### config.mk
export PLATFORM = sky130hd
export DESIGN_NAME = ss_score_display_flat
export DESIGN_NICKNAME = d
export VERILOG_FILES = /design/src/rtl/ss_score_display_if.sv /design/src/rtl/ss_score_display.sv /design/src/flat_wrapper.sv
export SDC_FILE = /design/constraint.sdc
export NUM_CORES = 1
export LEC_CHECK = 0
export ABC_AREA = 0
export ABC_CLOCK_PERIOD_IN_PS = 5400
export CORE_ASPECT_RATIO = 0.75
export CORE_MARGIN = 4
export CORE_UTILIZATION = 45
export CTS_CLUSTER_SIZE = 12
export DETAILED_ROUTE_END_ITERATION = 8
export DONT_BUFFER_PORTS = 1
export PLACE_DENSITY = 0.67
export SETUP_SLACK_MARGIN = 0.4
export SLEW_MARGIN = 30
export SYNTH_ARGS = -nofsm -noshare
export SYNTH_HDL_FRONTEND = slang
export SYNTH_SLANG_ARGS = --single-unit
### constraint.sdc
create_clock -name hwclk -period 5.4 [get_ports hwclk]
set_clock_uncertainty 0.1 [all_clocks]
set_input_delay 1.35 -clock hwclk [delete_from_list [all_inputs] [get_ports hwclk]]
set_output_delay 1.35 -clock hwclk [all_outputs]
set_load 0.05 [all_outputs]
### src/rtl/ss_score_display_if.sv
// Bus for ss_score_display: load/busy handshake, display mode and segment outputs.
interface ss_score_display_if #(
    parameter int SCORE_W    = 7,
    parameter int NUM_DIGITS = 2
);
    logic [SCORE_W-1:0]      score_in;
    logic                    load;
    logic [1:0]              mode;
    logic                    busy;
    logic                    overflow;
    logic                    blink_phase;
    logic [8*NUM_DIGITS-1:0] seg_out;

    modport master (
        output score_in, load, mode,
        input  busy, overflow, blink_phase, seg_out
    );

    modport slave (
        input  score_in, load, mode,
        output busy, overflow, blink_phase, seg_out
    );
endinterface

### src/rtl/ss_score_display.sv
// Binary score -> NUM_DIGITS-digit 7-segment driver with sequential double-dabble
// conversion, saturation and static / blink / scan / blank display modes.
// Optional feature: define SS_LEADING_ZERO_BLANK_EN to blank leading zero digits.
module ss_score_display #(
    parameter int SCORE_W    = 7,
    parameter int NUM_DIGITS = 2,
    parameter int BLINK_DIV  = 6_000_000
) (
    input  logic               hwclk,
    input  logic               reset,
    ss_score_display_if.slave  bus
);
    localparam int BW = 4 * NUM_DIGITS;
    localparam int CW = $clog2(SCORE_W) + 1;
    localparam int PW = $clog2(BLINK_DIV);
    localparam int XW = (NUM_DIGITS > 1) ? $clog2(NUM_DIGITS) : 1;

    function automatic longint unsigned max_val();
        longint unsigned v = 1;
        for (int unsigned i = 0; i < NUM_DIGITS; i++) v = v * 10;
        return v - 1;
    endfunction

    localparam longint unsigned MAXV = max_val();

    function automatic logic [7:0] dec7(input logic [3:0] d);
        case (d)
            4'd0:    return 8'h3F;
            4'd1:    return 8'h06;
            4'd2:    return 8'h5B;
            4'd3:    return 8'h4F;
            4'd4:    return 8'h66;
            4'd5:    return 8'h6D;
            4'd6:    return 8'h7D;
            4'd7:    return 8'h07;
            4'd8:    return 8'h7F;
            4'd9:    return 8'h6F;
            default: return 8'h00;
        endcase
    endfunction

    typedef enum logic [1:0] {S_IDLE, S_CONV, S_DONE} state_t;

    state_t                  state, nstate;
    logic [SCORE_W-1:0]      bin;
    logic [BW-1:0]           bcd, adj, disp;
    logic [CW-1:0]           step;
    logic                    ovf;
    logic [PW-1:0]           pcnt, pcnt_nxt;
    logic                    phase, phase_nxt, wrap;
    logic [XW-1:0]           scan, scan_nxt;
    logic [8*NUM_DIGITS-1:0] seg, seg_nxt;
    logic                    over;
    logic [SCORE_W-1:0]      sat_val;
    logic [NUM_DIGITS-1:0]   nz;
    logic [7:0]              digit;
    logic                    show;

    // FSM state register
    always_ff @(posedge hwclk) begin
        if (!reset) state <= S_IDLE;
        else        state <= nstate;
    end

    // FSM next state: accept in IDLE, SCORE_W shift steps, one copy cycle
    always_comb begin
        nstate = state;
        case (state)
            S_IDLE:  if (bus.load) nstate = S_CONV;
            S_CONV:  if (step == CW'(SCORE_W - 1)) nstate = S_DONE;
            S_DONE:  nstate = S_IDLE;
            default: nstate = S_IDLE;
        endcase
    end

    // Saturation of the incoming score to the largest displayable value
    always_comb begin
        over    = 64'(bus.score_in) > MAXV;
        sat_val = over ? SCORE_W'(MAXV) : bus.score_in;
    end

    // Add-3 correction on every BCD digit that is 5 or more before the shift
    always_comb begin
        adj = bcd;
        for (int unsigned k = 0; k < NUM_DIGITS; k++)
            if (bcd[4*k +: 4] >= 4'd5) adj[4*k +: 4] = bcd[4*k +: 4] + 4'd3;
    end

    // Conversion datapath and display register
    always_ff @(posedge hwclk) begin
        if (!reset) begin
            bin  <= '0;
            bcd  <= '0;
            step <= '0;
            ovf  <= 1'b0;
            disp <= '0;
        end else begin
            case (state)
                S_IDLE: if (bus.load) begin
                    bin  <= sat_val;
                    ovf  <= over;
                    bcd  <= '0;
                    step <= '0;
                end
                S_CONV: begin
                    bcd  <= {adj[BW-2:0], bin[SCORE_W-1]};
                    bin  <= {bin[SCORE_W-2:0], 1'b0};
                    step <= step + CW'(1);
                end
                S_DONE:  disp <= bcd;
                default: ;
            endcase
        end
    end

    // Next phase counter, blink phase and scan index
    always_comb begin
        wrap      = (pcnt == PW'(BLINK_DIV - 1));
        pcnt_nxt  = wrap ? '0 : pcnt + PW'(1);
        phase_nxt = phase ^ wrap;
        if (bus.mode != 2'b10)                    scan_nxt = '0;
        else if (!wrap)                           scan_nxt = scan;
        else if (scan == XW'(NUM_DIGITS - 1))     scan_nxt = '0;
        else                                      scan_nxt = scan + XW'(1);
    end

    // Segment image built from the next phase/scan so output stays in step with them
    always_comb begin
        seg_nxt = '0;
        digit   = '0;
        show    = 1'b0;
        for (int unsigned k = 0; k < NUM_DIGITS; k++) nz[k] = (disp[4*k +: 4] != 4'd0);
        for (int unsigned k = 0; k < NUM_DIGITS; k++) begin
            digit = dec7(disp[4*k +: 4]);
`ifdef SS_LEADING_ZERO_BLANK_EN
            if (k != 0 && (nz >> k) == '0) digit = '0;
`endif
            case (bus.mode)
                2'b00:   show = 1'b1;
                2'b01:   show = phase_nxt;
                2'b10:   show = (scan_nxt == XW'(k));
                default: show = 1'b0;
            endcase
            seg_nxt[8*k +: 8] = show ? digit : 8'h00;
        end
    end

    // Phase counter, scan index and registered segment outputs
    always_ff @(posedge hwclk) begin
        if (!reset) begin
            pcnt  <= '0;
            phase <= 1'b0;
            scan  <= '0;
            seg   <= '0;
        end else begin
            pcnt  <= pcnt_nxt;
            phase <= phase_nxt;
            scan  <= scan_nxt;
            seg   <= seg_nxt;
        end
    end

    assign bus.busy        = (state != S_IDLE);
    assign bus.overflow    = ovf;
    assign bus.blink_phase = phase;
    assign bus.seg_out     = seg;
endmodule

### src/flat_wrapper.sv
// flat-port wrapper written by rule: the top's interface ports become plain ports
module ss_score_display_flat 
#(
    parameter int SCORE_W    = 7,
    parameter int NUM_DIGITS = 2,
    parameter int BLINK_DIV  = 6_000_000
)
  (hwclk, reset, bus_score_in, bus_load, bus_mode, bus_busy, bus_overflow, bus_blink_phase, bus_seg_out);
  ss_score_display_if #(.SCORE_W(SCORE_W), .NUM_DIGITS(NUM_DIGITS)) bus_i ();
  input  logic hwclk;
  input  logic reset;
  input wire logic [$bits(bus_i.score_in)-1:0] bus_score_in;
  input wire logic [$bits(bus_i.load)-1:0] bus_load;
  input wire logic [$bits(bus_i.mode)-1:0] bus_mode;
  output wire logic [$bits(bus_i.busy)-1:0] bus_busy;
  output wire logic [$bits(bus_i.overflow)-1:0] bus_overflow;
  output wire logic [$bits(bus_i.blink_phase)-1:0] bus_blink_phase;
  output wire logic [$bits(bus_i.seg_out)-1:0] bus_seg_out;
  assign bus_i.score_in = bus_score_in;
  assign bus_i.load = bus_load;
  assign bus_i.mode = bus_mode;
  assign bus_busy = bus_i.busy;
  assign bus_overflow = bus_i.overflow;
  assign bus_blink_phase = bus_i.blink_phase;
  assign bus_seg_out = bus_i.seg_out;
  ss_score_display #(.SCORE_W(SCORE_W), .NUM_DIGITS(NUM_DIGITS), .BLINK_DIV(BLINK_DIV)) u_core (.hwclk(hwclk), .reset(reset), .bus(bus_i));
endmodule
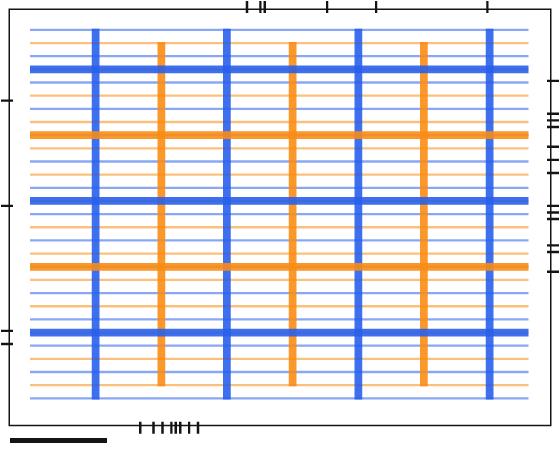
(PDN straps and rails)
The bar under the picture is 20 um long. Pins as bars on the die edge.
[VDD] orange
[VSS] blue
met1 rails: 29
rows: 28
met4 straps: 7
signal pins: 31

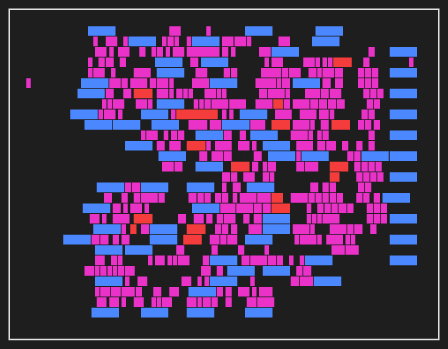
(placement by cell class)
[flops] blue | cells: 69 | share of their area: 37%
[clock drivers and dummy loads] red | cells: 16 | share of their area: 5.6%
[all other logic] magenta | cells: 338 | share of their area: 57%

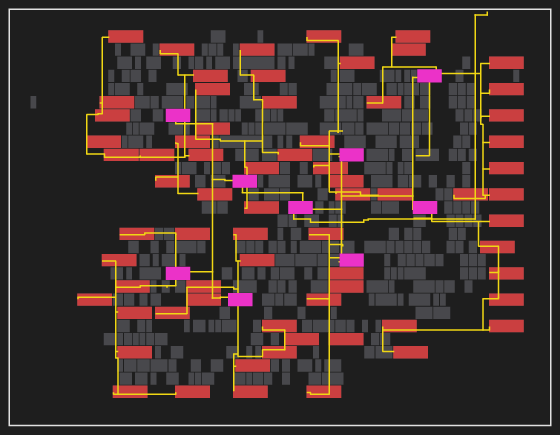
(clock distribution)
[flip-flops] red | count: 69
[cells driving clock nets] magenta | count: 9
[clock wires] yellow | length: 902 um
flops lie: all over the die
routed clock nets: 10
insertion delay at the late pin of the worst-skew pair: 0.34 ns
portion of total power attributed to the clock network: 42.5%
power in the clock group: 0.436 mW

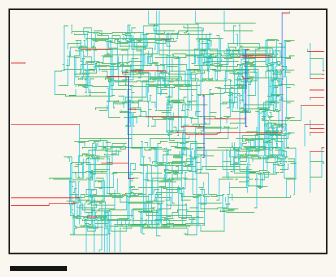
(wiring by layer)
The bar under the picture is 20 um long.
[met4] blue | wire length: 127 um
[met1] green | wire length: 3450 um
[met3] red | wire length: 282 um
[met2] cyan | wire length: 3130 um
wire length per cell after detailed routing: 13.2 um
total vias in the final route: 2795
total length of routed wires: 6990 um
global routing usage summed across all routing layers: 15.5%

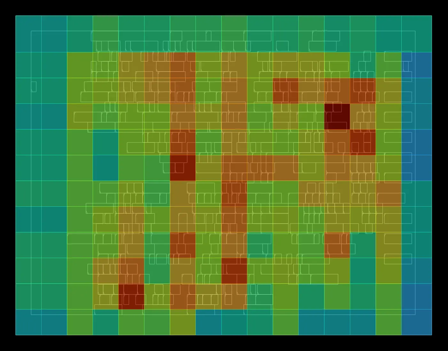
(routing congestion)
Core Util, Final: 49.1%
global routing usage on met2: 24.2%
met3 global-route usage: 4.09%
met1 Resource Use GR: 20.6%

-- metrics by stage --
| stage | total power, mW | hold slack (ns) | util (%) |
|---|---|---|---|
| 2_1_floorplan | 0.600 | 0.329 | - |
| 3_3_place_gp | 0.600 | 0.343 | 46.3 |
| 3_5_place_dp | 0.602 | 0.351 | 46.3 |
| 4_1_cts | 1.04 | 0.369 | 49.0 |
| 5_1_grt | 1.07 | 0.382 | 49.1 |
| 6_report | 1.03 | 0.364 | 49.1 |
-- power by group through the flow --
stage	Sequential [mW]	Clock [mW]	Combinational, mW
after floorplan	0.554	0	0.0462
after global placement	0.556	0	0.0446
after detailed placement	0.556	0	0.0458
after CTS	0.544	0.449	0.0459
after global routing	0.546	0.472	0.0520
final	0.544	0.436	0.0462
==> metrics.csv <==
metric,value,unit
via count of the first global-routing pass,2554,
number of warnings the tools reported,39,
leakage,1.49,nW
outcome,"finished, final reports clean",
final critical-path setup slack,2.82,ns
worst slack at placement,2.84,ns
Clock Pin Slew Worst Setup and Hold Paths,0.07,ns
type of destination of the critical path,output port,
first drt pass iteration count,5,
proportion of synthesized flip-flops having asynchronous set or reset,0,%
Psw,0.252,mW
count of cells along the worst hold path,1,
pin count of the biggest net entering global routing,65,
layout net count,449,
quantity of I/O buffers inserted on ports,0,
Met2 Routed Length,3130,um
sum of negative setup slack,0,ns
top register by number of flip-flops,u_core.pcnt,
Synth Area per Inst,8.41,sq um
number of synthesized register bits,69,
max reg flops,23,
top layer in use,met4,
Post-Syn Area,0.00362,sq mm
fraction of area in registers,35.8,%
count of unique library cells instantiated by Yosys,44,
Seq pwr share,53.0,%
crit path max-delay cell type,sky130_fd_sc_hd__dfxtp_1,
Placeable Area,0.00785,sq mm
area taken by flip-flops and latches,0.00138,sq mm
part of the cycle the worst path needs,47.8,%
end of the worst register-to-register path,u_core.scan$_SDFF_PN0_,
root buffer cell,sky130_fd_sc_hd__clkbuf_8,
CP peak stage delay,0.38,ns
required time at the endpoint of the critical path,3.95,ns
endpoint arrival time on the critical path,1.13,ns
first-pass GRT wire length,12300,um
placed cells,512,
"basic-gate share of the synthesized area counting and, or, nand and nor cells",29.6,%
Post-Synthesis Cells,431,
clock tree from TritonCTS,built,
# Taps,105,
category of the most critical setup path,flip-flop to output port,
most common library cell in the layout ignoring fill and taps,sky130_fd_sc_hd__nand3_1,
DIE AREA,0.00957,sq mm
crit path launch type,flip-flop,
crit path buf inv count,1,
most frequent logic cells in the routed design,"sky130_fd_sc_hd__nand3_1, sky130_fd_sc_hd__dfxtp_1, sky130_fd_sc_hd__nor2_1, sky130_fd_sc_hd__nand2_1, sky130_fd_sc_hd__inv_1",
post-synthesis to final-layout area growth,6.35,%
count of cells along the worst register-to-register path,6,
"top cells by area, synth","sky130_fd_sc_hd__dfxtp_1, sky130_fd_sc_hd__nand3_1, sky130_fd_sc_hd__ha_1",
HPWL Detailed,4870,um
worst rel slew slack,50.9,%
Crit. path cell count,2,
class of the tightest hold or removal check,flip-flop to flip-flop,
share of cell area taken by muxes after synthesis,2.56,%
max-capacitance violation count,0,
Synth warnings,0,
proportion of power drawn by combinational gates,4.5,%
worst setup path end,bus_busy,
final antenna diode count,0,
Synth top cells by count,"sky130_fd_sc_hd__nand3_1, sky130_fd_sc_hd__dfxtp_1, sky130_fd_sc_hd__nor2_1",
routed wl met3,282,um
DRC violation total after the first TritonRoute iteration,164,
Non-Clock Buffer Count,0,
buffer levels on the longest clock path,2,
number of buffers added by the clock tree synthesis step,9,
highest-utilization routing layer at the global route stage,met2,
H-Tree Depth,3,
area fraction of the dominant cell type after synthesis,38.1,%
Resized cells post-CTS,0,
post-CTS setup buffers,0,
maximum fanout count along the critical path,4,
post-synth tally of flip-flops with integrated enable,0,
Initial Util,46.2,%
biggest area consumer among synthesized cells,sky130_fd_sc_hd__dfxtp_1,
TritonCTS Sinks,69,
kind of cell adding the most delay to the critical path,flip-flops,
Hold Path End,u_core.pcnt[0]$_SDFF_PP0_,
multi-input combinational cell count,316,
most used standard cell by instance count after synthesis,sky130_fd_sc_hd__nand3_1,
DIE WIDTH,112,um
via-per-instance ratio,5.29,
Filler Cell Count,753,
number of cells in Yosys stat,431,
Biggest Area Class,logic gates,
worst flop-to-flop path startpoint,u_core.pcnt[0]$_SDFF_PP0_,
Comb area,0.00205,sq mm
y dimension of the die,85.7,um
final-report max-slew violation count,0,
power density over cell area,266,mW/mm^2
switching part of the total power,24.5,%
clock buffer and inverter area fraction after layout,5.45,%
worst-margin pin slew,0.730,ns
R2R Setup Slk,3.06,ns
dpl cell area,0.00363,sq mm
Hold Buf Count CTS,0,
final hold violation count,0,
No activity file was given, so power comes from the tool's default toggle rates.
